## src/rtl/sound_timer_player.sv

```systemverilog
// sound_timer_player: audio back end. Counts a requested duration down in
// slow ticks, pulses time_up on expiry and plays a square-wave tone chosen
// by the live sound_key while the countdown is running.
module sound_timer_player #(
    parameter int TICK_DIV   = 5_000_000,
    parameter int TONE1_HALF = 47_778,
    parameter int TONE2_HALF = 113_636,
    parameter int TONE3_HALF = 75_843
) (
    input  logic       clk,
    input  logic       reset,
    input  logic [3:0] sound_key,
    input  logic       request_time,
    input  logic [3:0] time_amount,
    output logic       time_up,
    output logic       busy,
    output logic [3:0] remaining,
    output logic       audio_out,
    output logic       audio_en
);

    localparam int PW = $clog2(TICK_DIV);
    localparam int MAX_12 = (TONE1_HALF > TONE2_HALF) ? TONE1_HALF : TONE2_HALF;
    localparam int MAX_HALF = (MAX_12 > TONE3_HALF) ? MAX_12 : TONE3_HALF;
    localparam int TW = $clog2(MAX_HALF + 1);
    localparam logic [PW-1:0] PRE_LAST = PW'(TICK_DIV - 1);
    localparam int HALF_TAB [3] = '{TONE1_HALF, TONE2_HALF, TONE3_HALF};

    typedef enum logic {
        IDLE = 1'b0,
        RUN  = 1'b1
    } state_t;

    state_t          state_reg;
    state_t          state_next;
    logic [PW-1:0]   prescaler_reg;
    logic [3:0]      remaining_reg;
    logic            time_up_reg;
    logic [TW-1:0]   tone_cnt_reg;
    logic            audio_out_reg;
    logic [3:0]      key_prev_reg;

    logic            load;
    logic            tick_wrap;
    logic            last_unit;
    logic [2:0]      key_hit;
    logic [TW-1:0]   half_last_masked [3];
    logic [TW-1:0]   tone_last;
    logic            key_valid;
    logic            key_changed;

    // A request with a zero amount is not a load at all.
    assign load      = request_time && (time_amount != 4'd0);
    assign tick_wrap = (prescaler_reg == PRE_LAST);
    assign last_unit = (remaining_reg == 4'd1);

    // Decode the live key into one-hot hits and the matching half-period - 1.
    generate
        for (genvar gi = 0; gi < 3; gi++) begin : g_tone
            assign key_hit[gi]          = (sound_key == 4'(gi + 1));
            assign half_last_masked[gi] = key_hit[gi] ? TW'(HALF_TAB[gi] - 1) : '0;
        end
    endgenerate

    assign tone_last   = half_last_masked[0] | half_last_masked[1] | half_last_masked[2];
    assign key_valid   = |key_hit;
    assign key_changed = (sound_key != key_prev_reg);

    // State register.
    always_ff @(posedge clk) begin
        if (reset) begin
            state_reg <= IDLE;
        end else begin
            state_reg <= state_next;
        end
    end

    // Next state: a load always (re)enters RUN; expiry returns to IDLE.
    always_comb begin
        state_next = state_reg;
        case (state_reg)
            IDLE: if (load) state_next = RUN;
            RUN:  if (!load && tick_wrap && last_unit) state_next = IDLE;
            default: state_next = IDLE;
        endcase
    end

    // Outputs decoded from state; the tone is valid only while running.
    always_comb begin
        busy     = (state_reg == RUN);
        audio_en = (state_reg == RUN) && key_valid;
    end

    // Countdown datapath: prescaler, remaining units and the expiry pulse.
    always_ff @(posedge clk) begin
        if (reset) begin
            prescaler_reg <= '0;
            remaining_reg <= 4'd0;
            time_up_reg   <= 1'b0;
        end else begin
            time_up_reg <= 1'b0;
            if (load) begin
                // A load beats a simultaneous expiry: no pulse is issued.
                remaining_reg <= time_amount;
                prescaler_reg <= '0;
            end else if (state_reg == RUN) begin
                if (tick_wrap) begin
                    prescaler_reg <= '0;
                    remaining_reg <= remaining_reg - 4'd1;
                    time_up_reg   <= last_unit;
                end else begin
                    prescaler_reg <= prescaler_reg + PW'(1);
                end
            end
        end
    end

    // Tone generator: restarts whenever the key changes so every tone begins low.
    always_ff @(posedge clk) begin
        if (reset) begin
            tone_cnt_reg  <= '0;
            audio_out_reg <= 1'b0;
            key_prev_reg  <= 4'd0;
        end else begin
            key_prev_reg <= sound_key;
            if (!audio_en || key_changed) begin
                tone_cnt_reg  <= '0;
                audio_out_reg <= 1'b0;
            end else if (tone_cnt_reg == tone_last) begin
                tone_cnt_reg  <= '0;
                audio_out_reg <= ~audio_out_reg;
            end else begin
                tone_cnt_reg <= tone_cnt_reg + TW'(1);
            end
        end
    end

    assign remaining = remaining_reg;
    assign time_up   = time_up_reg;
    assign audio_out = audio_out_reg;

endmodule

```

## config.mk

```make
export PLATFORM = sky130hd
export DESIGN_NAME = sound_timer_player
export DESIGN_NICKNAME = d
export VERILOG_FILES = /design/src/rtl/sound_timer_player.sv
export SDC_FILE = /design/constraint.sdc
export NUM_CORES = 1
export LEC_CHECK = 0
export ABC_CLOCK_PERIOD_IN_PS = 1750
export CORE_ASPECT_RATIO = 1.5
export CORE_MARGIN = 4
export CORE_UTILIZATION = 35
export DETAILED_ROUTE_END_ITERATION = 10
export REMOVE_ABC_BUFFERS = 1
export SLEW_MARGIN = 20
export SYNTH_ARGS = -nofsm -noshare
export SYNTH_HDL_FRONTEND = slang
export SYNTH_SLANG_ARGS = --single-unit
```

## constraint.sdc

```tcl
create_clock -name clk -period 1.75 [get_ports clk]
set_input_delay 0.2625 -clock clk [delete_from_list [all_inputs] [get_ports clk]]
set_output_delay 0.2625 -clock clk [all_outputs]
set_load 0.005 [all_outputs]
```

### M3 wires

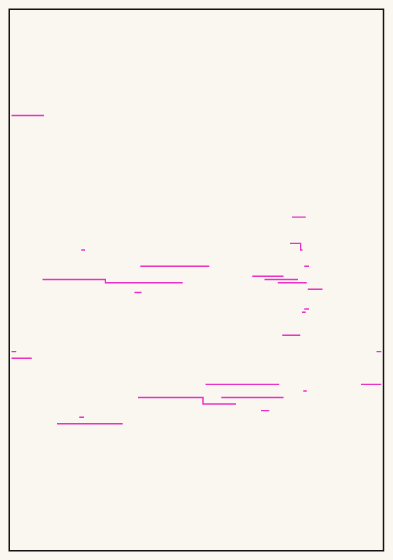
nets with wire on the layer: 15
longest straight run: 15.9 um
share of all routed wire: 2.6%
main direction: horizontal
met3 track demand over resource: 3.236%
wire length reported by the detailed router: 6154 um
via total after detailed routing: 2,277

### Metal 2

The bar under the picture is 20 um long.
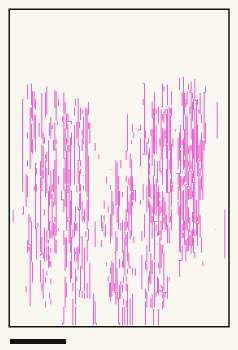
wire length on this layer: 3,460 um
main direction: vertical
longest straight run: 37.2 um
nets with wire on the layer: 325
met2 routing resource usage after global routing: 27.99%

==> impl_table.tex <==
% Synthesis and place-and-route results
\begin{tabular}{lr}
\hline
Metric & Value \\
\hline
\multicolumn{2}{l}{\textbf{Run status}} \\
Result of the run & complete, but fails checks \\
Failing checks & setup timing \\
\multicolumn{2}{l}{\textbf{Setup path}} \\
WP buf/inv & 1 \\
Critical Path Fanout Max & 8 \\
Slowest Stage Delay on Critical Path & 0.54 ns \\
Crit path launch & tone\_cnt\_reg[5] \\
Reg-to-reg slack, setup & -0.05 ns \\
Type of the worst setup path & reg -> reg \\
Depth of the worst register-to-register path & 6 \\
Endpoint class of the critical path & register \\
Critical Path, Cell by Cell & or4\_4 > a211oi\_2 > o221ai\_2 > o21ai\_4 > clkbuf\_16 > nor2\_1 \\
\multicolumn{2}{l}{\textbf{Final timing}} \\
Total Negative Setup Slacks & -0.3690 ns \\
Setup repair after global routing missed its margin & true \\
Final count of hold timing violations & 0 \\
Final setup violation count & 9 \\
Actual slew at the worst max-slew pin & 0.4052 ns \\
Setup slack of the critical path after layout & -0.04904 ns \\
Slew Limit Fails & 0 \\
Minimum clock period after layout & 1.799 ns \\
\multicolumn{2}{l}{\textbf{Min path}} \\
Worst hold-check path type & reg -> reg \\
Hold Path Origin & audio\_out \\
Worst Hold Path EP & audio\_out \\
\multicolumn{2}{l}{\textbf{Cells and area}} \\
Number of flip-flops in the largest register & 23 \\
Utilization after layout & 50.70\% \\
Buffering overhead & 17.06\% \\
Count of plain and timing-repair buffers & 70 \\
Logic cell area & 1684 um\^{}2 \\
Seq\_cells & 51 \\
Most used logic cell in the final layout & buf\_4 \\
Register share of the cell area & 29.21\% \\
Dominant class by area & logic gates \\
Cell Count, Final, Fillers Out & 440 \\
Share of final-layout standard cells stronger than drive strength 1 & 30.66\% \\
Nets & 376 \\
Storage cell area & 1028 um\^{}2 \\
Clock-cell share of area & 2.381\% \\
Number of diodes added for antenna fixing & 0 \\
Fill cell count & 657 \\
\multicolumn{2}{l}{\textbf{Clocking}} \\
Total of hold buffers inserted after clock tree synthesis & 0 \\
TritonCTS Buffers & 5 \\
Clock-pin slew of the registers on the worst-case setup and hold paths & 0.09 ns \\
Number of gates resized after cts & 25 \\
CTS H-tree depth & 2 \\
CTS tree & built \\
Source-to-sink clock delay at the later pin of the worst-skew pair & 0.30 ns \\
\multicolumn{2}{l}{\textbf{Floorplanning}} \\
Core area & 6944 um\^{}2 \\
Number of I/O pins & 19 \\
\# Taps & 78 \\
Die Y-Extent & 112.0 um \\
Chip area & 8657 um\^{}2 \\
Starting density of the core & 36.32\% \\
\multicolumn{2}{l}{\textbf{Yosys}} \\
Area reported by Yosys stat & 2522 um\^{}2 \\
Distinct cell type count after synthesis & 49 \\
Flops after synth & 51 \\
Synth Area in Compound Gates & 7.589\% \\
Prevailing logic family in the synthesized netlist & simple AND/OR/NAND/NOR gates \\
Flip-flops with a built-in enable & 0 \\
Sequential share of the synthesized area & 40.48\% \\
Cell types with the highest counts after synthesis & 51 x dfxtp\_1, 49 x nor2\_1, 21 x xnor2\_1, 21 x xor2\_1, 19 x nand3\_1 \\
Mapped Cells & 290 \\
Area contributors post-synth & dfxtp\_1 40\%, nor2\_1 7.3\%, xnor2\_1 7.3\% \\
\multicolumn{2}{l}{\textbf{Detailed routing}} \\
Routed length on met1 & 2334 um \\
Number of detailed-routing iterations run before antenna repair & 4 \\
Starting DRC count in detailed routing & 74 \\
DR WL met3 & 157 um \\
Avg Vias per Cell & 5.175 \\
Max Used Layer & met4 \\
\multicolumn{2}{l}{\textbf{Place}} \\
Placement-stage cell area & 3141 um\^{}2 \\
Minimum setup slack after placement & -0.2957 ns \\
Cells after DPL & 427 \\
Hpwl dp & 4216 um \\
Port buffer count & 18 \\
\multicolumn{2}{l}{\textbf{Global route}} \\
Number of global-route vias before repair & 2,369 \\
Maximum number of pins on one net before global-route repair & 18 \\
Busiest grt layer & met2 \\
GR met1 Demand/Resource & 14.60\% \\
Initial antenna violation count & 0 \\
\multicolumn{2}{l}{\textbf{Power}} \\
Seq power & 1.19 mW \\
Combinational group power & 0.188 mW \\
Sw power & 0.4861 mW \\
VDD IR-drop max & 0.3192 mV \\
Static Leakage & 1.288 nW \\
Sequential share of power & 58.4\% \\
Clk pwr share & 32.4\% \\
\multicolumn{2}{l}{\textbf{Run}} \\
Max-cap violation count & 0 \\
\hline
\end{tabular}
### Routed metal, one color a layer

The bar under the picture is 20 um long. Only two layers are drawn.
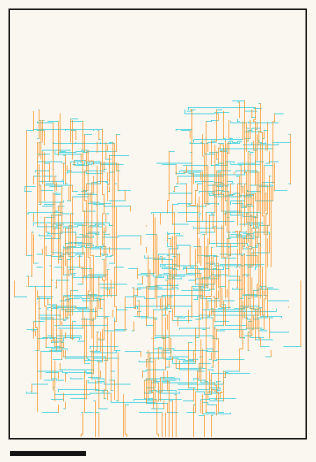
legend:
  met2:
    color: orange
    wire_length: 3,460 um
  met1:
    color: cyan
    wire_length: 2,330 um
final routed wire length divided by cell count: 13.99 um
GRT Overall Usage: 14.58%

### Power grid

The bar under the picture is 20 um long. Pins as bars on the die edge.
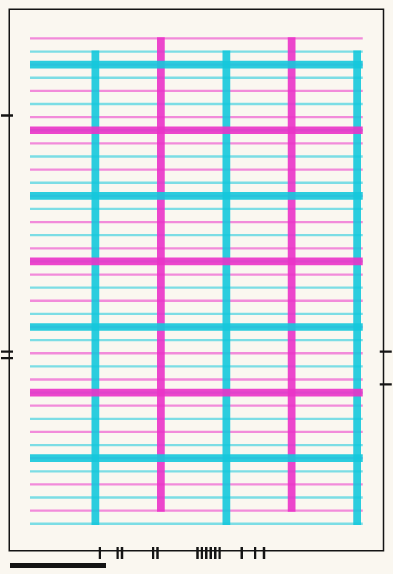
legend:
  VDD:
    color: magenta
  VSS:
    color: cyan
met1 rails: 38
signal pins: 19
met5 straps: 7
rows: 37

Power is estimated from default activity; no workload was simulated.
